==> config.mk <==
export PLATFORM = sky130hd
export DESIGN_NAME = alu_serial_seq
export DESIGN_NICKNAME = d
export VERILOG_FILES = /design/src/rtl/alu_pkg.sv /design/src/rtl/alu_1bit.sv /design/src/rtl/alu_serial_seq.sv
export SDC_FILE = /design/constraint.sdc
export NUM_CORES = 1
export LEC_CHECK = 0
export ABC_AREA = 1
export ABC_CLOCK_PERIOD_IN_PS = 2900
export CORE_MARGIN = 5
export CORE_UTILIZATION = 32
export DETAILED_ROUTE_END_ITERATION = 16
export GPL_ROUTABILITY_DRIVEN = 0
export PLACE_DENSITY = 0.54
export SYNTH_ARGS = -nofsm -noshare
export SYNTH_HDL_FRONTEND = slang
export SYNTH_SLANG_ARGS = --single-unit
==> constraint.sdc <==
create_clock -name clk -period 2.9 [get_ports clk]
set_input_delay 0.29 -clock clk [delete_from_list [all_inputs] [get_ports clk]]
set_output_delay 0.29 -clock clk [all_outputs]
set_load 0.02 [all_outputs]
==> src/rtl/alu_pkg.sv <==
// Shared definitions for the bit-serial ALU: opcodes and sequencer state encoding.
package alu_pkg;

  localparam logic [2:0] OP_AND = 3'b000;
  localparam logic [2:0] OP_OR  = 3'b010;
  localparam logic [2:0] OP_ADD = 3'b100;
  localparam logic [2:0] OP_XOR = 3'b011;

  typedef enum logic [1:0] {
    IDLE = 2'd0,
    RUN  = 2'd1,
    DONE = 2'd2
  } state_e;

  function automatic logic is_arith(input logic [2:0] op);
    return op == OP_ADD;
  endfunction

endpackage

==> src/rtl/alu_1bit.sv <==
// One-bit ALU slice: AND/OR/XOR/ADD with optional B inversion; other opcodes yield 0.
module alu_1bit
  import alu_pkg::*;
(
  input  logic       a_i,
  input  logic       b_i,
  input  logic       cin_i,
  input  logic       bnegate_i,
  input  logic [2:0] op_i,
  output logic       result_o,
  output logic       cout_o
);

  logic bb;

  always_comb begin
    bb       = b_i ^ bnegate_i;
    result_o = 1'b0;
    cout_o   = 1'b0;
    case (op_i)
      OP_AND: result_o = a_i & bb;
      OP_OR:  result_o = a_i | bb;
      OP_XOR: result_o = a_i ^ bb;
      OP_ADD: begin
        result_o = a_i ^ bb ^ cin_i;
        cout_o   = (a_i & bb) | (cin_i & (a_i ^ bb));
      end
      default: begin
        result_o = 1'b0;
        cout_o   = 1'b0;
      end
    endcase
  end

endmodule

==> src/rtl/alu_serial_seq.sv <==
// Bit-serial ALU sequencer: feeds alu_1bit one operand bit per cycle, LSB first,
// and publishes the assembled word with carry, overflow and zero flags.
module alu_serial_seq
  import alu_pkg::*;
#(
  parameter  int WIDTH = 32,
  localparam int CNT_W = $clog2(WIDTH)
) (
  input  logic             clk,
  input  logic             rst_n,
  input  logic             start,
  input  logic [WIDTH-1:0] a,
  input  logic [WIDTH-1:0] b,
  input  logic [2:0]       op,
  input  logic             bnegate,
  output logic             busy,
  output logic             done,
  output logic [WIDTH-1:0] result,
  output logic             cout,
  output logic             overflow,
  output logic             zero
);

  state_e             state_q;
  logic [WIDTH-1:0]   a_sr_q, b_sr_q;
  // Only WIDTH-1 bits are buffered; the last bit comes straight from the slice.
  logic [WIDTH-2:0]   res_sr_q;
  logic [CNT_W-1:0]   cnt_q;
  logic [2:0]         op_q;
  logic               bneg_q;
  logic               carry_q;

  logic               slice_res, slice_cout;
  logic [WIDTH-1:0]   res_d;
  logic               last_bit;

  alu_1bit u_slice (
    .a_i       (a_sr_q[0]),
    .b_i       (b_sr_q[0]),
    .cin_i     (carry_q),
    .bnegate_i (bneg_q),
    .op_i      (op_q),
    .result_o  (slice_res),
    .cout_o    (slice_cout)
  );

  always_comb begin
    res_d    = {slice_res, res_sr_q};
    last_bit = (cnt_q == CNT_W'(WIDTH - 1));
  end

  always_ff @(posedge clk or negedge rst_n) begin
    if (!rst_n) begin
      state_q  <= IDLE;
      a_sr_q   <= '0;
      b_sr_q   <= '0;
      res_sr_q <= '0;
      cnt_q    <= '0;
      op_q     <= '0;
      bneg_q   <= 1'b0;
      carry_q  <= 1'b0;
      busy     <= 1'b0;
      done     <= 1'b0;
      result   <= '0;
      cout     <= 1'b0;
      overflow <= 1'b0;
      zero     <= 1'b0;
    end else begin
      done <= 1'b0;
      case (state_q)
        IDLE: begin
          if (start) begin
            a_sr_q  <= a;
            b_sr_q  <= b;
            op_q    <= op;
            bneg_q  <= bnegate;
            carry_q <= is_arith(op) & bnegate;
            cnt_q   <= '0;
            busy    <= 1'b1;
            state_q <= RUN;
          end
        end
        RUN: begin
          a_sr_q   <= a_sr_q >> 1;
          b_sr_q   <= b_sr_q >> 1;
          res_sr_q <= res_d[WIDTH-1:1];
          carry_q  <= is_arith(op_q) & slice_cout;
          cnt_q    <= cnt_q + CNT_W'(1);
          if (last_bit) begin
            // carry_q here is still the carry into the MSB.
            result   <= res_d;
            zero     <= (res_d == '0);
            cout     <= is_arith(op_q) & slice_cout;
            overflow <= is_arith(op_q) & (carry_q ^ slice_cout);
            busy     <= 1'b0;
            done     <= 1'b1;
            state_q  <= DONE;
          end
        end
        DONE: state_q <= IDLE;
        default: state_q <= IDLE;
      endcase
    end
  end

endmodule

**PDN straps and rails**

The bar under the picture is 50 um long. Pins as bars on the die edge.
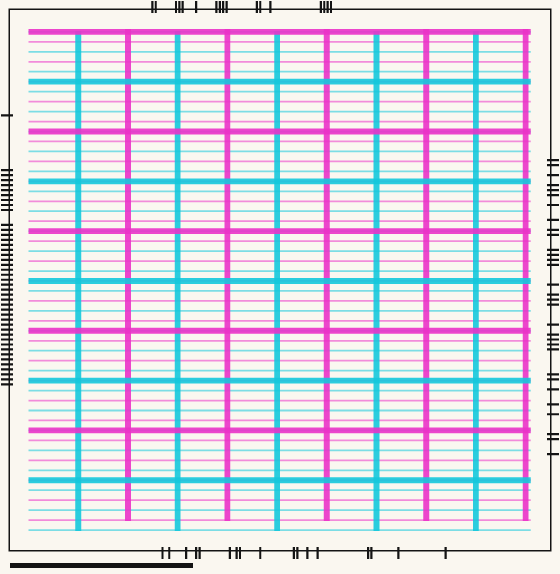
VDD: drawn in magenta. VSS: drawn in cyan.
The core has 50 rows. 108 signal pins sit on the boundary.
peak supply drop: 468 uV
core area: 0.0186 sq mm
Die Ht: 147 um
DIE WIDTH: 147 um

**Metal layers overlaid**

The bar under the picture is 50 um long. Two of the layers only.
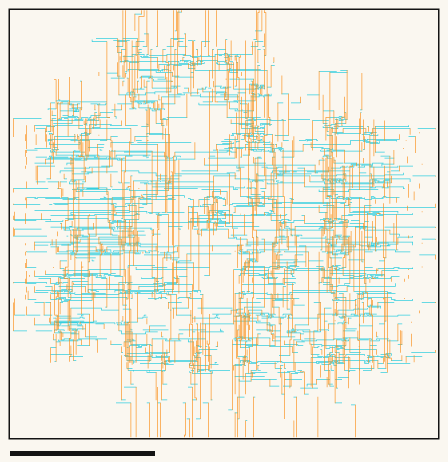
M2: drawn in orange, wire length 6530 um. M1: drawn in cyan, wire length 6570 um.
average routed wire per standard cell: 14.0 um
Tot GR Track Use: 13.6%
vias: 4648
DRT Wirelength: 14000 um

==> results.json <==
{
  "io_pins": 108,
  "final_cell_area_sq_mm": 0.00787,
  "n_tap_cell": 234,
  "cp.depth": 11,
  "internal_power_mw": 4.89,
  "ys_types": 30,
  "wl_met2_um": 6530,
  "min_path_type": "in2reg",
  "areaGrowthSynthToFinish_pct": 30.2,
  "timing.rr.end": "zero",
  "clkTransAtPathRegs_ps": 60,
  "crit_family": "simple AND/OR/NAND/NOR gates",
  "grt_max_degree": 77,
  "utilization_pct": 42.2,
  "drc": 0,
  "rsz0062_at_grt": "false",
  "hold_depth": 3,
  "busiest_layer": "met2",
  "adder_share_pct": 1.16,
  "drive_gt1_share_pct": 6.65,
  "setup_violations": 0,
  "ys.flops": 144,
  "drt-initial-drc-count": 262,
  "fin_setup_tns_ps": 0,
  "finalPower_mw": 7.55,
  "n_all_buffers": 115,
  "top_area_share_pct": 59.6,
  "worst_slack_ps": 990,
  "switching_power_mw": 2.66,
  "outcome": "finished clean",
  "dominant_cells": "sequential cells",
  "path_max_fanout": 56,
  "fmax_ghz": 0.523,
  "rrSetupSlack_ps": 990,
  "crit_path_end_kind": "flop",
  "comb-cell-share_pct": 24.8,
  "min_to": "b_sr_q[31]",
  "lay_top_count": "nand2_1",
  "std_cell_rows": 50,
  "lay_top_cells": "230 x nand2_1, 144 x dfrtp_1, 106 x clkdlybuf4s50_1",
  "worstSetupStartpointType": "flop",
  "edf_count": 0,
  "finalHoldViolCount": 0,
  "numPortBuffers": 107,
  "logic_gate_count": 397,
  "startpoint": "cnt_q[0]",
  "overflow": 0,
  "placed_area_sq_mm": 0.00728,
  "nNonClkInverters": 79,
  "swShare_pct": 35.3,
  "grt_pass1_vias": 4832,
  "synthAoiAreaFrac_pct": 12.5,
  "cts_buffer_depth": 2,
  "required_ps": 3200,
  "cts-resized-gates": 0,
  "clkPwrFrac_pct": 28.0,
  "fp_util_pct": 32.4,
  "met1_length_um": 6570,
  "use_met2_pct": 21.4,
  "viasPerCell": 4.64,
  "top_area_cell": "dfrtp_1",
  "p_per_area_mw_per_mm2": 960,
  "seq_cell_power_mw": 3.09,
  "drtPass1Iterations": 4,
  "ys_area_sq_mm": 0.00604,
  "max_slew_margin_pct": 47.4,
  "cts_root_buf": "clkbuf_16",
  "mux_share_pct": 0,
  "diodes": 0,
  "yosysCellCount": 655,
  "ys_top_cells_by_area": "dfrtp_1 60%, nand2_1 14%, o221ai_1 4.9%",
  "endpoint": "zero",
  "die_area_sq_mm": 0.0217,
  "p_comb_share_pct": 31.1,
  "crit_top_cell": "nand2_1",
  "cts_tree": "yes",
  "slowest_stage": "buf_4",
  "p_leak_nw": 3.57,
  "min_from": "b[31]",
  "place_ws_ps": 1000,
  "r2r-start": "cnt_q[0]",
  "htreeDepth": 4,
  "seq_area_frac_synth_pct": 59.6,
  "routed.top_layer": "met4",
  "power_leader": "registers",
  "syn_nets": 731,
  "buf_share_pct": 14.6,
  "period_used_pct": 65.9,
  "antenna_found_initial": 0,
  "path_class": "reg2reg",
  "ys_sh_simple_pct": 18.1,
  "powerComb_mw": 2.35,
  "clkCellAreaFrac_pct": 7.33,
  "cts-buffers-inserted": 17,
  "worst_pin_slew_ps": 789,
  "nets": 830,
  "syn_area_sq_mm": 0.00604,
  "xor_area_share_pct": 0.435,
  "post-cts-setup-buffers": 0,
  "comb_area_sq_mm": 0.00195,
  "cpPeakStageDelay_ps": 430,
  "warning_count": 27,
  "final.fill_count": 1834,
  "seq_area_share_pct": 45.8,
  "grt_pass1_wl_um": 23900,
  "maxCapViolations": 0,
  "cp_data_arrival_time_ps": 2210,
  "power_clock_mw": 2.12
}
**The metal 3 layer**

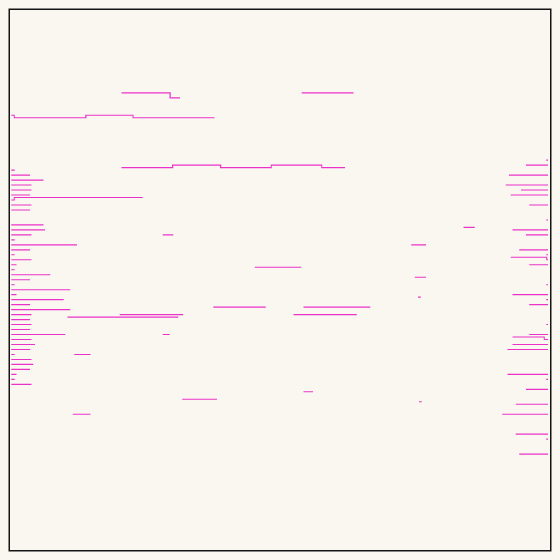
85 nets have wire on it. The wires run mostly horizontal.

**Clock routing**

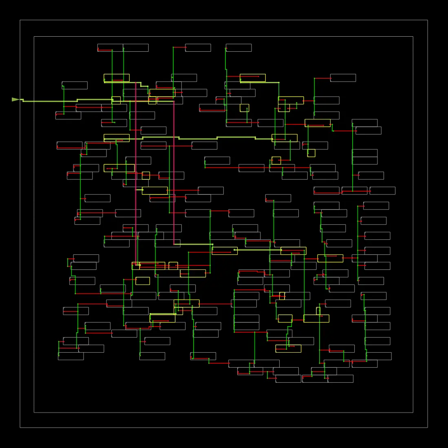
Flops: 144
CLK BUF: 20
Clk Latency, worst-skew pair: 420 ps
CTS sink cnt: 144

stage by stage:
stage,hold slack (ps),std cells
after floorplan,-5.59,655
after global placement,362,968
after detailed placement,371,968
after CTS,415,1001
after global routing,436,1001
final,437,1001
state kept, by name (all words and copies together) (netlist names):
name and cells:
b_sr_q 32, busy 1, state_q 2, done 1, bneg_q 1, cout 1, cnt_q 5, carry_q 1
op_q 3, a_sr_q 32, overflow 1, res_sr_q 31, zero 1, result 32
worst reg2reg max path, stage by stage (launching register included):
cell	delay, ps
dfrtp_1	410
ha_1	220
nand2_1	90
nor2_1	50
ha_1	200
nand3_2	90
buf_4	430
nor2_1	110
nand2_1	80
nor2_1	40
nand2_1	50
nand2_1	40
